==> config.mk <==
export PLATFORM = sky130hd
export DESIGN_NAME = mem_access_unit
export DESIGN_NICKNAME = d
export VERILOG_FILES = /design/src/rtl/mem_access_unit.sv
export SDC_FILE = /design/constraint.sdc
export NUM_CORES = 1
export LEC_CHECK = 0
export CAP_MARGIN = 20
export CORE_UTILIZATION = 40
export CTS_CLUSTER_SIZE = 12
export DETAILED_ROUTE_END_ITERATION = 16
export HOLD_SLACK_MARGIN = 0.03
export PLACE_DENSITY = 0.74
export SYNTH_ARGS = -nofsm -noshare
export SYNTH_HDL_FRONTEND = slang
export SYNTH_SLANG_ARGS = --single-unit
==> constraint.sdc <==
create_clock -name i_clk -period 2.1 [get_ports i_clk]
set_input_delay 0.525 -clock i_clk [delete_from_list [all_inputs] [get_ports i_clk]]
set_output_delay 0.525 -clock i_clk [all_outputs]
set_load 0.03 [all_outputs]
==> src/rtl/mem_access_unit.sv <==
// mem_access_unit: load/store unit between a single-issue core and a simple
// valid/ready request bus with a separate read-data return (rvalid/rdata).
// Handles byte/half/word sizing, store lane replication, load extension,
// misalignment faults and a bounded bus wait with abort.
module mem_access_unit #(
    parameter int WORD_SIZE = 32,
    parameter int TIMEOUT   = 16
) (
    input  logic                 i_clk,
    input  logic                 i_rstn,
    input  logic [WORD_SIZE-1:0] i_Addr,
    input  logic [WORD_SIZE-1:0] i_Wd,
    input  logic                 i_Wen,
    input  logic                 i_Ren,
    input  logic [2:0]           i_Funct3,
    output logic [WORD_SIZE-1:0] o_Rd,
    output logic                 o_Stall,
    output logic                 o_Fault,
    output logic                 o_Timeout,
    output logic [WORD_SIZE-1:0] o_Bus_addr,
    output logic [WORD_SIZE-1:0] o_Bus_wdata,
    output logic [3:0]           o_Bus_be,
    output logic                 o_Bus_we,
    output logic                 o_Bus_valid,
    input  logic                 i_Bus_ready,
    input  logic                 i_Bus_rvalid,
    input  logic [WORD_SIZE-1:0] i_Bus_rdata
);

    // Counter is wide enough to hold TIMEOUT-1 with headroom.
    localparam int CW = $clog2(TIMEOUT + 1);
    localparam logic [CW-1:0] CNT_LAST = CW'(TIMEOUT - 1);

    typedef enum logic [1:0] {
        S_IDLE   = 2'd0,
        S_REQ    = 2'd1,
        S_WAIT_R = 2'd2,
        S_DONE   = 2'd3
    } state_t;

    state_t                 state_reg, state_next;
    logic [CW-1:0]          cnt_reg;
    logic [WORD_SIZE-3:0]   addr_hi_reg;
    logic [1:0]             off_reg;
    logic [2:0]             f3_reg;
    logic [WORD_SIZE-1:0]   wdata_reg;
    logic [3:0]             be_reg;
    logic                   we_reg;
    logic [WORD_SIZE-1:0]   rd_reg;
    logic                   timeout_reg;

    logic                   is_req;
    logic                   size_bad;
    logic                   illegal;
    logic                   legal_req;
    logic [3:0]             be_next;
    logic [WORD_SIZE-1:0]   wdata_next;
    logic [WORD_SIZE-1:0]   load_ext;
    logic [7:0]             load_byte;
    logic [15:0]            load_half;
    logic                   capture;
    logic                   timeout_hit;

    // Request decode: size/sign legality and alignment for the incoming access.
    always_comb begin
        is_req   = i_Wen ^ i_Ren;
        size_bad = 1'b1;
        case (i_Funct3)
            3'b000:  size_bad = 1'b0;
            3'b001:  size_bad = i_Addr[0];
            3'b010:  size_bad = (i_Addr[1:0] != 2'b00);
            3'b100:  size_bad = i_Wen;
            3'b101:  size_bad = i_Wen | i_Addr[0];
            default: size_bad = 1'b1;
        endcase
        illegal   = (i_Wen & i_Ren) | (is_req & size_bad);
        legal_req = (state_reg == S_IDLE) & is_req & ~size_bad;
        o_Fault   = (state_reg == S_IDLE) & illegal;
    end

    // Byte enables and store-data lane replication for the incoming access.
    always_comb begin
        be_next    = 4'b1111;
        wdata_next = i_Wd;
        case (i_Funct3[1:0])
            2'b00: begin
                be_next    = 4'b0001 << i_Addr[1:0];
                wdata_next = {4{i_Wd[7:0]}};
            end
            2'b01: begin
                be_next    = 4'b0011 << i_Addr[1:0];
                wdata_next = {2{i_Wd[15:0]}};
            end
            default: begin
                be_next    = 4'b1111;
                wdata_next = i_Wd;
            end
        endcase
    end

    // Load extraction from the returned word using the latched offset/size.
    always_comb begin
        load_byte = i_Bus_rdata[{off_reg, 3'b000} +: 8];
        load_half = i_Bus_rdata[{off_reg[1], 4'b0000} +: 16];
        case (f3_reg)
            3'b000:  load_ext = {{(WORD_SIZE-8){load_byte[7]}}, load_byte};
            3'b001:  load_ext = {{(WORD_SIZE-16){load_half[15]}}, load_half};
            3'b100:  load_ext = {{(WORD_SIZE-8){1'b0}}, load_byte};
            3'b101:  load_ext = {{(WORD_SIZE-16){1'b0}}, load_half};
            default: load_ext = i_Bus_rdata;
        endcase
    end

    // State register; reset aborts any transaction in flight.
    always_ff @(posedge i_clk or negedge i_rstn) begin
        if (!i_rstn) begin
            state_reg <= S_IDLE;
        end else begin
            state_reg <= state_next;
        end
    end

    // Next-state logic; completion takes priority over the timeout abort.
    always_comb begin
        state_next  = state_reg;
        capture     = 1'b0;
        timeout_hit = 1'b0;
        case (state_reg)
            S_IDLE: begin
                if (legal_req) state_next = S_REQ;
            end
            S_REQ: begin
                if (i_Bus_ready) begin
                    state_next = we_reg ? S_DONE : S_WAIT_R;
                end else if (cnt_reg == CNT_LAST) begin
                    state_next  = S_DONE;
                    timeout_hit = 1'b1;
                end
            end
            S_WAIT_R: begin
                if (i_Bus_rvalid) begin
                    state_next = S_DONE;
                    capture    = 1'b1;
                end else if (cnt_reg == CNT_LAST) begin
                    state_next  = S_DONE;
                    timeout_hit = 1'b1;
                end
            end
            default: state_next = S_IDLE;
        endcase
    end

    // Request latch, wait counter, load result and abort flag.
    always_ff @(posedge i_clk or negedge i_rstn) begin
        if (!i_rstn) begin
            cnt_reg     <= '0;
            addr_hi_reg <= '0;
            off_reg     <= 2'b00;
            f3_reg      <= 3'b000;
            wdata_reg   <= '0;
            be_reg      <= 4'b0000;
            we_reg      <= 1'b0;
            rd_reg      <= '0;
            timeout_reg <= 1'b0;
        end else begin
            timeout_reg <= timeout_hit;
            if (legal_req) begin
                cnt_reg     <= '0;
                addr_hi_reg <= i_Addr[WORD_SIZE-1:2];
                off_reg     <= i_Addr[1:0];
                f3_reg      <= i_Funct3;
                wdata_reg   <= wdata_next;
                be_reg      <= be_next;
                we_reg      <= i_Wen;
            end else if (state_reg == S_REQ || state_reg == S_WAIT_R) begin
                cnt_reg <= cnt_reg + 1'b1;
            end
            if (o_Fault || timeout_hit) begin
                rd_reg <= '0;
            end else if (capture) begin
                rd_reg <= load_ext;
            end
        end
    end

    assign o_Stall     = legal_req | (state_reg == S_REQ) | (state_reg == S_WAIT_R);
    assign o_Bus_valid = (state_reg == S_REQ);
    assign o_Bus_addr  = {addr_hi_reg, 2'b00};
    assign o_Bus_wdata = wdata_reg;
    assign o_Bus_be    = be_reg;
    assign o_Bus_we    = we_reg;
    assign o_Rd        = rd_reg;
    assign o_Timeout   = timeout_reg;

endmodule
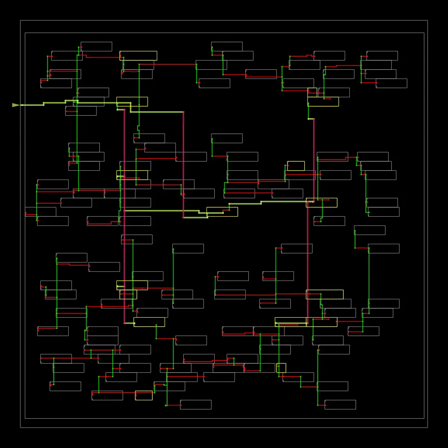
Figure 1: clock routing.
P_clk: 1930 uW
Flops: 112
clock skew: 0.00444 ns

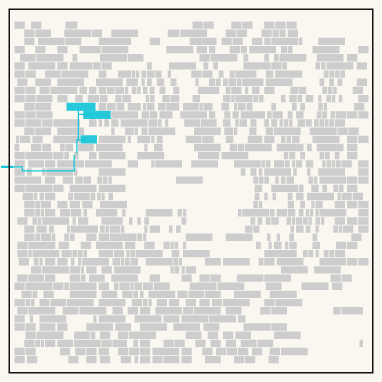
Figure 2: port wiring.
(3 px per um)
Key: `i_Wen` = cyan [bits 1, direction input, end cells 3, buffers 1, wire 53.0 um]

==> results.sh <==
# implementation run metrics
export IMPL_status="finished, violations left"
export IMPL_violations="negative setup slack"
export IMPL_nMultiInputCombCells=371
export IMPL_die_h_um=121
export IMPL_drtIter0Drc=361
export IMPL_clock_fmax_ghz=0.472
export IMPL_min_period_ns=2.12
export IMPL_pwr_share_clk_pct=14.9
export IMPL_dieArea_um2=14600
export IMPL_path_max_fanout=3
export IMPL_setup_slack_ns=-0.0205
export IMPL_clk_share_pct=4.02
export IMPL_muxShareOfSynthArea_pct=16.7
export IMPL_largest_class="sequential cells"
export IMPL_overflow=0
export IMPL_max_cap_viol_count=0
export IMPL_grt_max_degree=113
export IMPL_slew_violations=0
export IMPL_routed_wl_um=16400
export IMPL_ff2ff_setup_slack_ns=0.13
export IMPL_vdd_drop_max_v=0.000867
export IMPL_ys_sh_simple_pct=12.6
export IMPL_final_comb_area_um2=2620
export IMPL_seqPwrFrac_pct=29.5
export IMPL_layout_cells_non_filler=939
export IMPL_powerComb_uw=7220
export IMPL_synth_area_yosys_um2=5630
export IMPL_start_kind="input port"
export IMPL_critPathTopFamily="buffers and inverters"
export IMPL_setup_viol=1
export IMPL_grt_pass1_vias=4982
export IMPL_async_reset_ff_share_pct=100
export IMPL_drc_errors=0
export IMPL_crit_chain="clkdlybuf4s15_2, nor4_4, buf_4, o31a_1, nor2_2, buf_6"
export IMPL_firstDrtPassIters=5
export IMPL_diodes=0
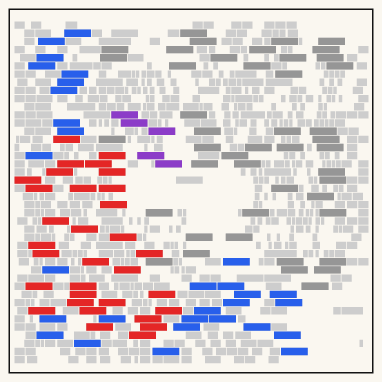
Figure 3: where the registers sit.
(3 px per um) Other sequential cells in the stronger grey, the rest of the logic in the fainter grey.
Key: `o_Bus_wdata` = red [placed flops 32]; `cnt_reg` = purple [placed flops 5]; `addr_hi_reg` = blue [placed flops 30, where spread over the die]

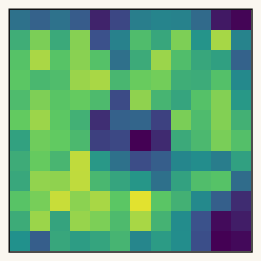
Figure 4: cell area per tile.
(2 px per um) 12 x 12 tiles, from dark purple (low) to yellow (high), 0 to 100% covered.
25% of the tiles are over 75% full. 2.1% of the tiles are nearly empty. The fullest tile reaches 96%.
core area: 13500 um2
Floorplan Utilization: 41.7%

through the flow:
step	setup slack, ns	total power, uW	hold slack, ns	cell area (um2)
floorplan	-0.0135	7990	0.229	5650
finish	-0.0205	13000	0.182	8490
detailed placement	-0.446	11000	0.469	8090
global route	-0.0989	13700	0.327	8490
CTS	-0.0555	13000	0.285	8470
global placement	-0.399	10800	0.463	8090
cells in the mapped netlist, types with 2 or more instances:
cell type,count,area (um2)
buf_4,3,22.5
nor2b_1,11,68.8
nand3_1,2,10.0
a21oi_1,60,300
clkbuf_1,25,93.8
o211ai_1,3,22.5
nor3b_1,7,52.6
mux2_4,43,646
nand3b_1,8,60.1
and2_1,2,12.5
o21ai_0,45,225
ha_1,7,87.6
a22oi_1,8,60.1
dfrtp_1,112,2800
nor3_1,25,125
o22a_1,2,17.5
buf_2,3,15.0
mux2i_1,26,260
xor2_1,2,17.5
nand2b_1,2,12.5
nand2_1,50,188
buf_6,7,78.8
nor2_1,40,150
o22ai_1,8,50.1
inv_1,18,67.6
how the worst min path moves through the flow:
stage,to,slack (ns),cells past startpoint
final,addr_hi_reg[2],0.18,2
after global placement,o_Bus_wdata[8],0.46,2
after global routing,addr_hi_reg[2],0.33,2
after floorplan,addr_hi_reg[0],0.23,0
after detailed placement,o_Bus_wdata[20],0.47,2
after CTS,o_Rd[12],0.28,2
per-layer routing:
metal / vias up / wire length [um] / GRT usage (%)
met5: - / 0 / 0
met4: 0 / 289 / 6.87
met3: 19 / 1390 / 7.03
met2: 193 / 7990 / 38.2
met1: 2374 / 6720 / 28.7
li1: 2306 / - / -
what timing repair did:
item | in CTS | in global routing
gates resized | 23 | 13
hold endpoints to repair | 0 | 0
pin swaps | 6 | 6
buffers inserted | 2 | 0
endpoints found under the setup margin | 42 | 36
Power and IR drop assume default switching activity.
